gate_families.png
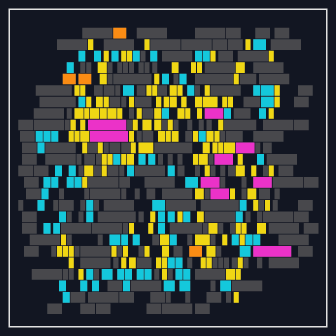
port_nets.png
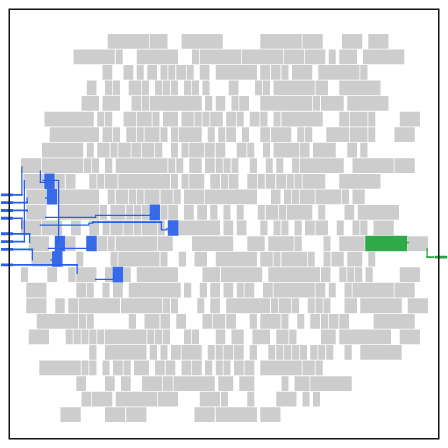
clock_map.png
The bar under the picture is 20 µm long.
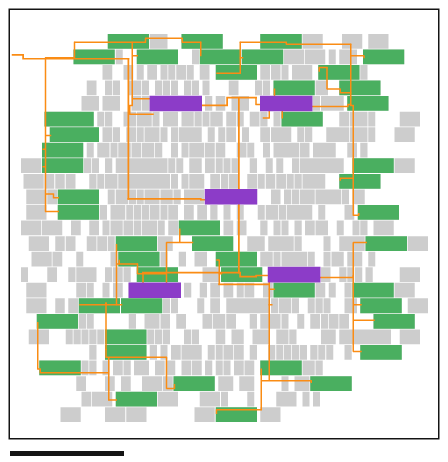
cell_classes.png
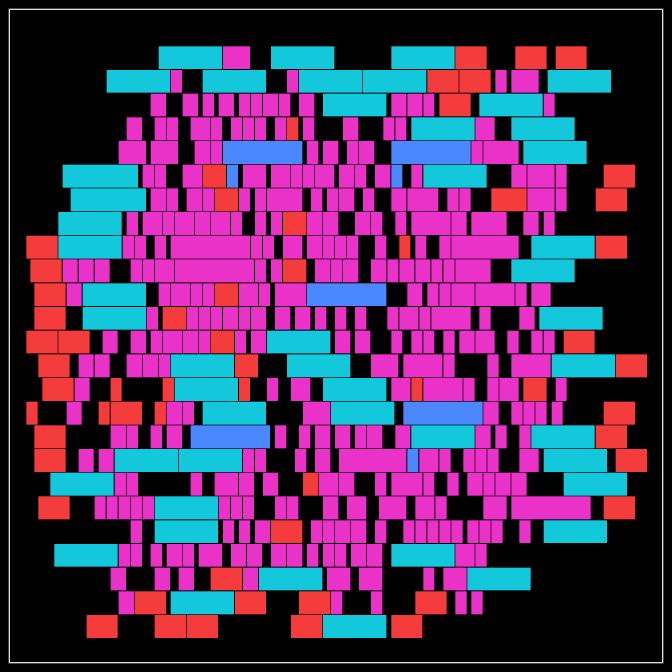
final_clocks.png
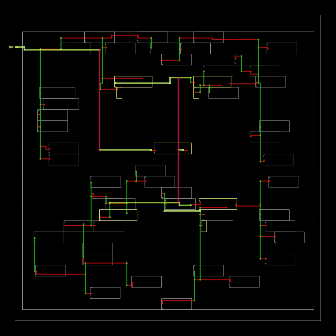
--- src/rtl/lfsr_ctrl_pkg.sv ---
// Shared definitions for the LFSR sequencing controller and its core.
package lfsr_ctrl_pkg;

  // Controller FSM encoding.
  typedef enum logic [1:0] {
    ST_IDLE = 2'd0,
    ST_LOAD = 2'd1,
    ST_RUN  = 2'd2,
    ST_DONE = 2'd3
  } state_t;

  // Operation modes sampled with start.
  localparam logic MODE_RUN  = 1'b0;  // step a programmed number of times
  localparam logic MODE_MEAS = 1'b1;  // step until the seed comes back

  // Default width and feedback mask: x^8+x^6+x^5+x^4+1, period 255.
  localparam int unsigned DEFAULT_N    = 8;
  localparam logic [7:0]  DEFAULT_TAPS = 8'hB8;

endpackage

--- src/rtl/lfsr_core.sv ---
// Fibonacci LFSR register: load a seed or step once per enabled cycle.
// Bit k-1 of TAPS selects x^k; the feedback bit enters at the LSB.
module lfsr_core
  import lfsr_ctrl_pkg::*;
#(
  parameter int          N    = DEFAULT_N,
  parameter logic [N-1:0] TAPS = N'(DEFAULT_TAPS)
) (
  input  logic         clk,
  input  logic         rst,   // synchronous, active-low
  input  logic         load,
  input  logic         en,
  input  logic [N-1:0] seed,
  output logic [N-1:0] z
);

  logic [N-1:0] r_z;
  logic         w_fb;

  assign w_fb = ^(r_z & TAPS);
  assign z    = r_z;

  // State register: load has priority over a step, otherwise hold.
  always_ff @(posedge clk) begin
    // NOTE: non-blocking assignments keep every flop sampling pre-edge values,
    // so the shift and the feedback see the same old state.
    if (!rst) begin
      r_z <= '0;
    end else if (load) begin
      r_z <= seed;
    end else if (en) begin
      r_z <= {r_z[N-2:0], w_fb};
    end
  end

endmodule

--- src/rtl/lfsr_seq_ctrl.sv ---
// Sequencing controller around lfsr_core: seeds the register, then either
// runs a fixed number of steps or measures the period back to the seed.
// Handshake is start/busy/done; every status output is a flop.
module lfsr_seq_ctrl
  import lfsr_ctrl_pkg::*;
#(
  parameter int           N    = DEFAULT_N,
  parameter logic [N-1:0] TAPS = N'(DEFAULT_TAPS)
) (
  input  logic         clk,
  input  logic         rst,      // synchronous, active-low
  input  logic         start,
  input  logic         mode,
  input  logic [N-1:0] seed,
  input  logic [N-1:0] len,
  output logic [N-1:0] z,
  output logic         out_vld,
  output logic         busy,
  output logic         done,
  output logic         err,
  output logic [N-1:0] period
);

  // cnt value during the step that would be the (2^N-1)th: no match by then
  // means the taps are singular and the seed never recurs.
  localparam logic [N-1:0] CNT_LAST_STEP = {{(N-1){1'b1}}, 1'b0};

  state_t       r_state;
  state_t       w_state_nxt;

  logic         r_mode;
  logic [N-1:0] r_seed;
  logic [N-1:0] r_len;
  logic [N-1:0] r_cnt;
  logic         r_out_vld;
  logic         r_busy;
  logic         r_done;
  logic         r_err;
  logic [N-1:0] r_period;

  logic [N-1:0] w_z;
  logic [N-1:0] w_z_next;
  logic [N-1:0] w_cnt_inc;
  logic         w_core_load;
  logic         w_core_en;
  logic         w_accept;
  logic         w_fin_err;
  logic [N-1:0] w_fin_period;

  lfsr_core #(
    .N    (N),
    .TAPS (TAPS)
  ) u_core (
    .clk  (clk),
    .rst  (rst),
    .load (w_core_load),
    .en   (w_core_en),
    .seed (r_seed),
    .z    (w_z)
  );

  // Look-ahead of the core's next state, used for the period match.
  assign w_z_next  = {w_z[N-2:0], ^(w_z & TAPS)};
  assign w_cnt_inc = r_cnt + N'(1);
  assign w_accept  = (r_state == ST_IDLE) && start;

  // FSM state register.
  always_ff @(posedge clk) begin
    if (!rst) begin
      r_state <= ST_IDLE;
    end else begin
      r_state <= w_state_nxt;
    end
  end

  // Next-state decode plus core controls and completion status.
  always_comb begin
    // NOTE: every output of this block gets a default first, so no path
    // leaves one unassigned and no latch is inferred.
    w_state_nxt  = r_state;
    w_core_load  = 1'b0;
    w_core_en    = 1'b0;
    w_fin_err    = 1'b0;
    w_fin_period = '0;
    case (r_state)
      ST_IDLE: begin
        if (start) w_state_nxt = ST_LOAD;
      end
      ST_LOAD: begin
        w_core_load = 1'b1;
        if (r_seed == '0) begin
          // Zero is the lockup state; refuse it.
          w_state_nxt = ST_DONE;
          w_fin_err   = 1'b1;
        end else if ((r_mode == MODE_RUN) && (r_len == '0)) begin
          w_state_nxt = ST_DONE;
        end else begin
          w_state_nxt = ST_RUN;
        end
      end
      ST_RUN: begin
        w_core_en = 1'b1;
        if (r_mode == MODE_RUN) begin
          if (w_cnt_inc == r_len) w_state_nxt = ST_DONE;
        end else if (w_z_next == r_seed) begin
          w_state_nxt  = ST_DONE;
          w_fin_period = w_cnt_inc;
        end else if (r_cnt == CNT_LAST_STEP) begin
          w_state_nxt = ST_DONE;
          w_fin_err   = 1'b1;
        end
      end
      ST_DONE: begin
        w_state_nxt = ST_IDLE;
      end
      default: begin
        w_state_nxt = ST_IDLE;
      end
    endcase
  end

  // Request capture, step counter and registered status outputs.
  always_ff @(posedge clk) begin
    if (!rst) begin
      r_mode    <= MODE_RUN;
      r_seed    <= '0;
      r_len     <= '0;
      r_cnt     <= '0;
      r_out_vld <= 1'b0;
      r_busy    <= 1'b0;
      r_done    <= 1'b0;
      r_err     <= 1'b0;
      r_period  <= '0;
    end else begin
      r_busy    <= (w_state_nxt == ST_LOAD) || (w_state_nxt == ST_RUN);
      r_out_vld <= (w_state_nxt == ST_RUN);
      r_done    <= (w_state_nxt == ST_DONE);

      if (w_accept) begin
        r_mode   <= mode;
        r_seed   <= seed;
        r_len    <= len;
        r_err    <= 1'b0;
        r_period <= '0;
      end

      if (r_state == ST_LOAD) begin
        r_cnt <= '0;
      end else if (r_state == ST_RUN) begin
        r_cnt <= w_cnt_inc;
      end

      // Result stays put until the next accepted start clears it.
      if ((w_state_nxt == ST_DONE) && (r_state != ST_DONE)) begin
        r_err    <= w_fin_err;
        r_period <= w_fin_period;
      end
    end
  end

  assign z       = w_z;
  assign out_vld = r_out_vld;
  assign busy    = r_busy;
  assign done    = r_done;
  assign err     = r_err;
  assign period  = r_period;

endmodule
--- config.mk ---
export PLATFORM = sky130hd
export DESIGN_NAME = lfsr_seq_ctrl
export DESIGN_NICKNAME = d
export VERILOG_FILES = /design/src/rtl/lfsr_ctrl_pkg.sv /design/src/rtl/lfsr_core.sv /design/src/rtl/lfsr_seq_ctrl.sv
export SDC_FILE = /design/constraint.sdc
export NUM_CORES = 1
export LEC_CHECK = 0
export ABC_AREA = 1
export CORE_MARGIN = 1.5
export CORE_UTILIZATION = 48
export CTS_BUF_LIST = sky130_fd_sc_hd__clkbuf_16
export CTS_CLUSTER_SIZE = 28
export DETAILED_ROUTE_END_ITERATION = 10
export GPL_TIMING_DRIVEN = 0
export PLACE_DENSITY = 0.78
export SLEW_MARGIN = 5
export SYNTH_ARGS = -nofsm -noshare
export SYNTH_HDL_FRONTEND = slang
export SYNTH_SLANG_ARGS = --single-unit
--- constraint.sdc ---
create_clock -name clk -period 2.5 [get_ports clk]
set_input_delay 0.5 -clock clk [delete_from_list [all_inputs] [get_ports clk]]
set_output_delay 0.5 -clock clk [all_outputs]
set_load 0.02 [all_outputs]
==> deck_impl_summary.md <==
Implementation Results

Cells and area
  • Non-CTS inverters: 62
  • FILL cells: 416
  • Largest class: multi-input combinational cells
  • Multi-In Gates: 253
  • Combinational fraction of the cell area: 42.2%
  • Dominant logic cell type in the layout: nand2_1
  • N_diodes: 0
  • Layout cells sized above 1: 13.1%
  • Area grow syn2layout: 33.1%
  • Fin util: 68.0%
  • Logic cell area: 0.00139 mm²
  • Seq area share: 28.8%
  • Most numerous logic cells after layout: nand2_1 (89), inv_1 (55), dfxtp_1 (45), a21oi_1 (41), clkdlybuf4s50_1 (38)
  • Nets@finish: between 400 and 500
  • Fin area: 0.00330 mm²
  • Buffers, non-clock: between 50 and 60
  • Register area: 948 µm²
  • Non-clock buffer share: 15.1%

Logic synthesis
  • Mapped Area: 0.00248 mm²
  • Syn Area/Cell: 6.67 µm²
  • Simple share: 28.3%
  • Aoi share: 16.8%
  • Seq share, synth: 38.0%
  • Top cells by area: dfxtp_1 (38%), nand2_1 (15%), inv_1 (8.9%)
  • Distinct lib cells: 26
  • Yosys Instances: 371
  • Dominant cell area share: 38.0%
  • Ys Warns: 0
  • Top-count cell post-synth: nand2_1
  • Area fraction in xor and xnor cells: ~1.4%
  • Post-synthesis chip area from yosys: between 0.002 and 0.0025 mm²
  • Post-synth ARST share: 0%
  • Comb area leader: simple AND/OR/NAND/NOR gates
  • Synthesized Nets: 400
  • Mux share: 0%
  • Main flop type: dfxtp_1

Clock network
  • Resized cells post-CTS: 13
  • Root Driver: clkbuf_16
  • CTS clock-pin slew for the worst setup and hold paths: ~0.060 ns
  • H-Tree Level Count: 2
  • Post-cts hold buffer count: 0
  • Clock sink count: 47
  • Total setup buffers inserted after CTS: 2
  • CTS tree: built
  • Worst-case clock buffer depth: 2
  • CTS Buf Count: 5

Floorplanning
  • Area of the die: 0.00560 mm²
  • Core Util at FP: between 50 and 60%
  • Boundary Pins: about 40
  • Die width: ~75 µm
  • DIE HEIGHT: 74.8 µm
  • Core area: 0.00485 mm²
  • Rows: 25
  • N_taps: ~67

Timing
  • Tcrit/Tclk final: 97.0%
  • Clock skew: 0.00337 ns
  • Actual slew at the worst max-slew pin: 0.513 ns
  • Final setup fails: 0
  • RSZ-0062 raised after global routing: true
  • Total negative slack: 0 ns
  • Fin crit period: 2.42 ns
  • Slew headroom: 65.8%
  • Final Slew Violations: 0
  • Final Hold Fails: 0
  • Max Freq: 0.412 GHz

Setup path
  • CP endpoint kind: flop
  • Critical Path Most Common Cell: nand2_1
  • Crit Path Class: flop to flop
  • Worst stage delay on the critical path: 0.38 ns
  • CP Depth: 19
  • Reg-to-reg startpoint: r_cnt[0]$_SDFFE_PP0N_
  • Critical-path cell list: buf_4, nand2_1, nor2_2, nand3_1, nand3_1, nand2_1, nor2_2, nand3_2, nand2_1, nand2_1, nand2_1, nand2_2, nand2_2, ha_4, inv_4, nor4_4, buf_6, nand3_1, a21oi_1
  • R2R setup slack: about 0.076 ns
  • Crit path launch: r_cnt[0]$_SDFFE_PP0N_
  • Slowest-stage cell, CP: dfxtp_4
  • CP Capture Point: period[0]$_SDFFE_PN0P_
  • Crit path DRT: 2.71 ns
  • Crit-path max FO: 8
  • Worst R2R Path Depth: 19
  • WP buf/inv: 3
  • CP arrival: 2.64 ns
  • FF-to-FF End: period[0]$_SDFFE_PN0P_

Detailed routing
  • Via-per-instance ratio: 5.22
  • Routed len/inst: 12.9 µm
  • Met1 wire length: ~2.8 mm
  • WL final: 6.39 mm
  • Starting DRT DRC Count: 235
  • WL met2: ~3 mm
  • Via count: 2,586
  • DRC viols: 0
  • Highest routed layer: met4
  • Routed wl met3: 483 µm

Placement
  • Detailed placer's ending HPWL: 4.46 mm
  • Placed inst area: a little under 0.003 mm²
  • IO buf count: 38
  • GP Congestion: roughly 0.9
  • Dpl cells: 476
  • Place WS: -0.429 ns

Global route
  • First-pass GRT wire length: 10.1 mm
  • Most Crowded Layer GR: met2
  • Initial antenna violation count: 0
  • Largest net degree at the start of global routing: 14
  • Met1 Use GR: approximately a third
  • Met2 usage: 38.2%
  • Gr usage total: 23.5%
  • Vias in the first global route: ~2,200
  • Grt met3 use: 4.02%
  • Gr ovfl total: 0

Pwr
  • Tot Pwr: between 0.002 and 0.0025 W
  • Max power group: sequential cells
  • Worst vdd ir: 383 µV
  • Combinational power share: 34.4%
  • PwrDens: 714 mW/mm²
  • Clk power: ~0.00062 W
  • P_int: ~0.0015 W
  • Static leakage: 1.35 nW
  • Sw frac: 35.9%
  • Switch Pwr: around 0.00084 W
  • Clock group share of total power: 26.4%
  • P_comb: 0.000810 W

Run
  • # Max-Cap Violations: 0

Hold path
  • Hold Path End: period[5]$_SDFFE_PN0P_
  • Hold Path Origin: period[5]$_SDFFE_PN0P_
  • HP Class: flop to flop
  • Cell depth of the worst hold path: 2

Status
  • Status: finished, final reports clean
## Picture notes: gate_families.png
legend:
  XOR/XNOR gates:
    color: orange
    cells: 4
  inverting AOI/OAI gates:
    color: cyan
    cells: 78
    most_used: a21oi_1
    where: widely spread
  NAND gates:
    color: yellow
    cells: 128
    most_used: nand2_1
  adder and majority cells:
    color: magenta
    cells: 9
    most_used: ha_1

## Picture notes: port_nets.png
legend:
  `out_vld`:
    color: green
    bits: 1
    direction: output
    edge: right
    end_cells: 1
    buffers: 1
    wire: 3.80 µm
  `len`:
    color: blue
    bits: 8
    direction: input
    edge: left
    end_cells: 8
    buffers: 8
    wire: 125 µm

## Picture notes: clock_map.png
legend:
  flip-flops:
    color: green
    count: 47
  cells driving clock nets:
    color: purple
    count: 5
  clock wires:
    color: orange
    length: 537 µm
flops lie: widely spread
routed clock nets: 6

## Picture notes: cell_classes.png
legend:
  other buffers and delay cells:
    color: red
    cells: 58
  flip-flops:
    color: cyan
    cells: 47
  all other logic:
    color: magenta
    cells: 315
  clock drivers and dummy loads:
    color: blue
    cells: 8

## Picture notes: final_clocks.png
# clk buffers: 5
worst skew pair latency: 0.28 ns

Power and IR drop assume default switching activity.
